layer_met3.png
Drawn at 2 px/um.
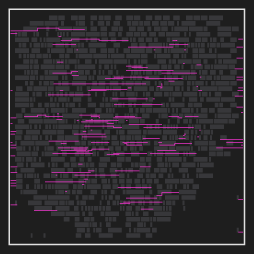
placement_by_type.png
Drawn at 4 px/um.
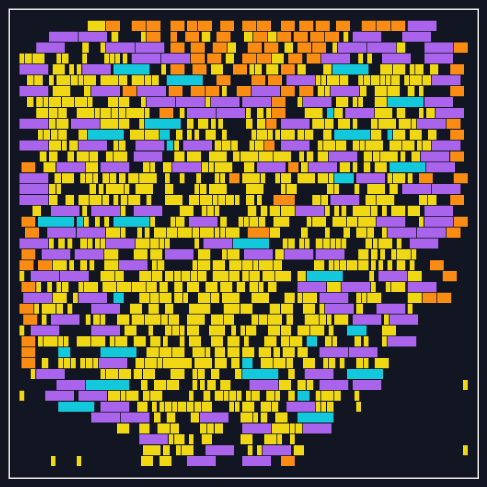
sizes.png
Drawn at 3 px/um.
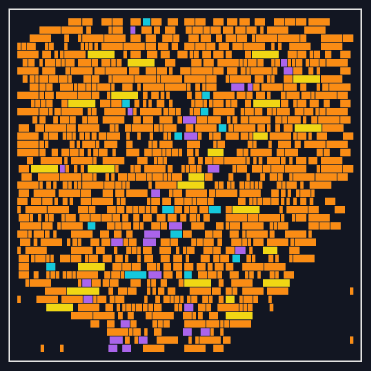
### config.mk
export PLATFORM = sky130hd
export DESIGN_NAME = hp_sweep_ctrl
export DESIGN_NICKNAME = d
export VERILOG_FILES = /design/src/rtl/hp_sweep_ctrl.sv
export SDC_FILE = /design/constraint.sdc
export NUM_CORES = 1
export LEC_CHECK = 0
export CAP_MARGIN = 40
export CORE_MARGIN = 2
export CORE_UTILIZATION = 55
export DETAILED_ROUTE_END_ITERATION = 12
export GPL_ROUTABILITY_DRIVEN = 0
export MAX_ROUTING_LAYER = met4
export PLACE_DENSITY = 0.8
export SYNTH_ARGS = -nofsm -noshare
export SYNTH_HDL_FRONTEND = slang
export SYNTH_SLANG_ARGS = --single-unit
### constraint.sdc
create_clock -name clk -period 10.4 [get_ports clk]
set_input_delay 1.04 -clock clk [delete_from_list [all_inputs] [get_ports clk]]
set_output_delay 1.04 -clock clk [all_outputs]
set_load 0.02 [all_outputs]
### src/rtl/hp_sweep_ctrl.sv
// hp_sweep_ctrl: wishbone-programmed sweep sequencer for the hoggephase glitch detectors.
module hp_sweep_ctrl #(
   parameter logic [31:0] BASE_ADDRESS = 32'h3000_0100
) (
   input  logic        clk,
   input  logic        reset,
   input  logic        i_wb_cyc,
   input  logic        i_wb_stb,
   input  logic        i_wb_we,
   input  logic [31:0] i_wb_addr,
   input  logic [31:0] i_wb_data,
   output logic        o_wb_ack,
   output logic        o_wb_stall,
   output logic [31:0] o_wb_data,
   input  logic        hp_alarm,
   output logic        hp_vcc_en,
   output logic        hp_glitch,
   output logic        hp_alarm_rst,
   output logic        hp_ctr_rst
);
   typedef enum logic [1:0] {S_IDLE, S_CLEAR, S_RUN, S_SAMPLE} state_t;
   state_t      r_state;
   logic        r_ack, r_done, r_clr, r_vcc_en, r_glitch, r_rst, r_s1, r_s2, r_s3;
   logic [31:0] r_rdata;
   logic [15:0] r_win_len, r_gl_off, r_idx;
   logic [7:0]  r_num_win, r_cnt, r_walarm, r_max, r_wdone;
   logic        r_gl_en;
   logic        w_access, w_wr, w_start, w_abort, w_busy, w_edge, w_more, w_unused;
   logic [2:0]  w_reg;
   logic [15:0] w_len;
   logic [7:0]  w_cnt;
   logic [8:0]  w_wdone_nx;
   logic [31:0] w_rdata;
   assign w_access   = i_wb_cyc & i_wb_stb & (i_wb_addr[31:5] == BASE_ADDRESS[31:5]);
   assign w_wr       = w_access & i_wb_we;
   assign w_reg      = i_wb_addr[4:2];
   assign w_abort    = w_wr && w_reg == 3'd0 && i_wb_data[1];
   assign w_start    = w_wr && w_reg == 3'd0 && i_wb_data[0] && !i_wb_data[1];
   assign w_busy     = r_state != S_IDLE;
   assign w_len      = r_win_len == 16'd0 ? 16'd1 : r_win_len;
   assign w_edge     = r_s2 & ~r_s3;
   // an edge seen in SAMPLE still belongs to the window being closed
   assign w_cnt      = (w_edge && (r_state == S_RUN || r_state == S_SAMPLE) && r_cnt != 8'hff) ? r_cnt + 8'd1 : r_cnt;
   assign w_wdone_nx = {1'b0, r_wdone} + 9'd1;
   assign w_more     = w_wdone_nx < {1'b0, r_num_win};
   assign w_unused   = &{1'b0, i_wb_addr[1:0], i_wb_data[30:16]};
   always_comb begin
      w_rdata = w_reg == 3'd0 ? {27'd0, 1'b0, r_state, r_done, w_busy} :
                w_reg == 3'd1 ? {16'd0, r_win_len} :
                w_reg == 3'd2 ? {24'd0, r_num_win} :
                w_reg == 3'd3 ? {r_gl_en, 15'd0, r_gl_off} :
                w_reg == 3'd4 ? {8'd0, r_wdone, r_max, r_walarm} : 32'd0;
   end
   assign o_wb_ack     = r_ack;
   assign o_wb_stall   = 1'b0;
   assign o_wb_data    = r_rdata;
   assign hp_vcc_en    = r_vcc_en;
   assign hp_glitch    = r_glitch;
   assign hp_alarm_rst = r_rst;
   assign hp_ctr_rst   = r_rst;
   always_ff @(posedge clk) begin
      if (reset) begin
         r_ack     <= 1'b0;
         r_rdata   <= 32'd0;
         r_win_len <= 16'd16;
         r_num_win <= 8'd1;
         r_gl_off  <= 16'd0;
         r_gl_en   <= 1'b0;
      end else begin
         r_ack   <= w_access;
         r_rdata <= (w_access && !i_wb_we) ? w_rdata : 32'd0;
         if (w_wr && !w_busy && w_reg == 3'd1) r_win_len <= i_wb_data[15:0];
         if (w_wr && !w_busy && w_reg == 3'd2) r_num_win <= i_wb_data[7:0];
         if (w_wr && !w_busy && w_reg == 3'd3) {r_gl_en, r_gl_off} <= {i_wb_data[31], i_wb_data[15:0]};
      end
   end
   always_ff @(posedge clk) begin
      if (reset) begin
         r_state  <= S_IDLE;
         {r_s1, r_s2, r_s3} <= 3'd0;
         {r_done, r_clr, r_vcc_en, r_glitch, r_rst} <= 5'd0;
         {r_cnt, r_walarm, r_max, r_wdone} <= 32'd0;
         r_idx    <= 16'd0;
      end else begin
         {r_s1, r_s2, r_s3} <= {hp_alarm, r_s1, r_s2};
         r_glitch <= 1'b0;
         if (w_abort) begin
            r_state  <= S_IDLE;
            r_done   <= 1'b0;
            r_vcc_en <= 1'b0;
            r_rst    <= 1'b0;
         end else begin
            case (r_state)
               S_IDLE: if (w_start) begin
                  {r_walarm, r_max, r_wdone} <= 24'd0;
                  r_done <= r_num_win == 8'd0;
                  if (r_num_win != 8'd0) begin
                     r_state  <= S_CLEAR;
                     r_clr    <= 1'b0;
                     r_vcc_en <= 1'b1;
                     r_rst    <= 1'b1;
                  end
               end
               S_CLEAR: begin
                  r_cnt <= 8'd0;
                  r_clr <= 1'b1;
                  if (r_clr) begin
                     r_state  <= S_RUN;
                     r_idx    <= 16'd0;
                     r_rst    <= 1'b0;
                     r_glitch <= r_gl_en && r_gl_off == 16'd0;
                  end
               end
               S_RUN: begin
                  r_cnt <= w_cnt;
                  if (r_idx == w_len - 16'd1) r_state <= S_SAMPLE;
                  else begin
                     r_idx    <= r_idx + 16'd1;
                     r_glitch <= r_gl_en && r_gl_off == r_idx + 16'd1;
                  end
               end
               default: begin
                  r_wdone  <= w_wdone_nx[7:0];
                  r_walarm <= r_walarm + {7'd0, w_cnt != 8'd0};
                  r_max    <= w_cnt > r_max ? w_cnt : r_max;
                  r_state  <= w_more ? S_CLEAR : S_IDLE;
                  r_clr    <= 1'b0;
                  r_rst    <= w_more;
                  r_vcc_en <= w_more;
                  r_done   <= !w_more;
               end
            endcase
         end
      end
   end
endmodule

==> out/metrics.cfg <==
[run_status]
status = complete, no violations

[pwr]
clk-power_mw = 0.553
swShare_pct = 22.2
pg_comb_mw = 0.0448
p_int_mw = 0.839
p_total_mw = 1.08
power_sequential_mw = 0.480
ir_drop_uv = 139
seqPwrFrac_pct = 44.5
power_leader = clock
p_leak_nw = 3.29
p_comb_share_pct = 4.2
power.density_nw_per_um2 = 128

[clocking]
numClockSinks = 125
clock_path_buffers = 2
cts_setup_buffers = 0
cts_tree = done
h-tree-depth = 4
path_clk_slew_ns = 0.06
cts_root_buf = clkbuf_16
holdBufCountCts = 0
numCtsBuffers = 17

[setup_path]
critPathRequiredTime_ns = 10.77
worstPathCellList = ha_1 > buf_4 > o211ai_1 > a31oi_1 > mux2i_1 > inv_1 > ha_1 > nor2b_1 > o21a_1 > o21a_1 > o21a_1 > o21bai_1 > a21oi_1 > o22ai_1 > a32o_1
endpoint = r_max[4]
critPathSlowestCell = o22ai_1
cp.arrival_ns = 4.58
cp_common_cell = o21a_1
crit_start = r_state[1]
crit_fanout = 21
rr_endpoint = r_max[4]
critPathBufInv = 2
cp.depth = 15
path_delay_family = AND-OR/OR-AND gates
critPathMaxStageDelay_ns = 0.63
r2r_setup_slack_ns = 6.19
critPathKind = reg2reg
start_kind = flip-flop
critPathCaptureType = flip-flop

[final_layout]
largest_class = multi-input combinational cells
drive_gt1_share_pct = 6.97
syn_to_final_growth_pct = 20.1
regArea_um2 = 2500
clockBufferCount = 20
inverters = 34
comb_area_um2 = 4140
fin_nets = 1003
antenna_cells = 0
fillers = 1073
nonClkBufAreaFrac_pct = 10.5
largest_reg_flops = 25

[route]
drc = 0
drtIter0Drc = 546
drt-vias-per-instance = 5.82
first_pass_iters = 7
top_layer = met4
m1WireLength_mm = 8.10
wl_per_cell_um = 16.9
ant_nets = 0

[global_routing]
grt_util_all_layers_pct = 28.9
grt_max_degree = 56
antenna_found_initial = 0
met1_usage_pct = 37.7
grt.overflow.total = 0
grt_pass1_vias = 5727
met2_usage_pct = 44.8
grt_busiest_layer = met2

[worst_hold_path]
hp-start = r_s1
hold_path.class = reg2reg
min_path_cells = 1

[final_timing]
fmax_mhz = 237
setup_viol = 0
hold_viol = 0
slew_viol_final = 0
period_used_pct = 40.5
max-slew-margin-rel_pct = 47.9
timing.final.crit_period_ns = 4.21
finalSetupTns_ns = 0

[floorplanning]
io_pins = 108
fp_util_pct = 56.0
tap-cell-count = 172
rows = 41
die_w_um = 117
dieHeight_um = 117
die-area_um2 = 13700

[synthesis]
yosys_cells = 849
syn_area_per_cell_um2 = 8.25
yosys.area_share.aoi_pct = 15.5
synth.cellmix.xorXnorShare_pct = 8.13
async_flop_share_pct = 0
logic_family = simple AND/OR/NAND/NOR gates
netlist_area_um2 = 7000
ys_sh_simple_pct = 24.0
ys.flops = 125
edf_count = 0
mux_area_share_pct = 6.18
synth_warnings = 0
synth_cell_types = 70
ff_type = dfxtp_1

[flow_run]
max-cap-violations = 0
warnings = 47

[place]
hpwl_mm = 13.1
port_buffers = 82

About layer_met3.png:
main direction: horizontal
share of all routed wire: 5.8%
longest straight run: 46.0 um
met3 Use GR: 5.25%
drt total wl: 18.5 mm
vias: 6340

About placement_by_type.png:
[orange] remaining buffers and delay cells | cells: 89 | share of their area: 11%
[cyan] clock drivers and dummy loads | cells: 30 | share of their area: 6.7%
[purple] sequential cells | cells: 125 | share of their area: 31%
[yellow] combinational and other logic | cells: 674 | share of their area: 52%
sequential share of cell area: 29.7%
Core Area: 12500 um^2

About sizes.png:
[yellow] _6 and larger | cells: 23 | most used: clkbuf_16
[orange] _0 and _1 cells | cells: 854 | most used: dfxtp_1
[purple] _2 cells | cells: 27 | most used: o21ai_2
[cyan] _3 and _4 cells | cells: 14 | most used: buf_4

## synth_stat cells, types with 7 or more instances
| library cell | count | area [um^2] |
|---|---|---|
| a211oi_1 | 10 | 75.1 |
| a21oi_1 | 51 | 255 |
| a22oi_1 | 8 | 60.1 |
| and2_1 | 9 | 56.3 |
| and3_1 | 18 | 113 |
| buf_2 | 7 | 35.0 |
| buf_4 | 10 | 75.1 |
| clkbuf_1 | 35 | 131 |
| dfxtp_1 | 125 | 2500 |
| ha_1 | 26 | 325 |
| inv_1 | 34 | 128 |
| mux2i_1 | 41 | 410 |
| nand2_1 | 94 | 353 |
| nand3_1 | 31 | 155 |
| nand4_1 | 13 | 81.3 |
| nor2_1 | 92 | 345 |
| nor2b_1 | 12 | 75.1 |
| nor3_1 | 14 | 70.1 |
| nor4_1 | 18 | 113 |
| o21ai_0 | 20 | 100 |
| o21ai_2 | 9 | 78.8 |
| o31ai_1 | 11 | 82.6 |
| xnor2_1 | 34 | 298 |
| xor2_1 | 31 | 272 |
## worst reg2reg max path, delay by kind of cell, from the launching register on
family / cells / cell delay (ns)
fa+ha+maj: 2 / 0.50
compound gates: 9 / 2.31
simple gates: 1 / 0.14
mux: 1 / 0.36
flops: 1 / 0.48
buf+inv: 2 / 0.37
## through the flow
stage | cells | utilization, % | hold WS, ns | worst slack [ns] | cell area [um^2]
2_1_floorplan | 856 | - | 0.414 | 6.88 | 7030
3_3_place_gp | 1056 | 62.5 | 0.420 | 5.22 | 7820
5_1_grt | 1090 | 67.2 | 0.459 | 5.79 | 8410
6_report | 1090 | 67.2 | 0.431 | 6.19 | 8410
4_1_cts | 1090 | 67.2 | 0.436 | 6.24 | 8410
3_5_place_dp | 1060 | 62.8 | 0.422 | 5.93 | 7860
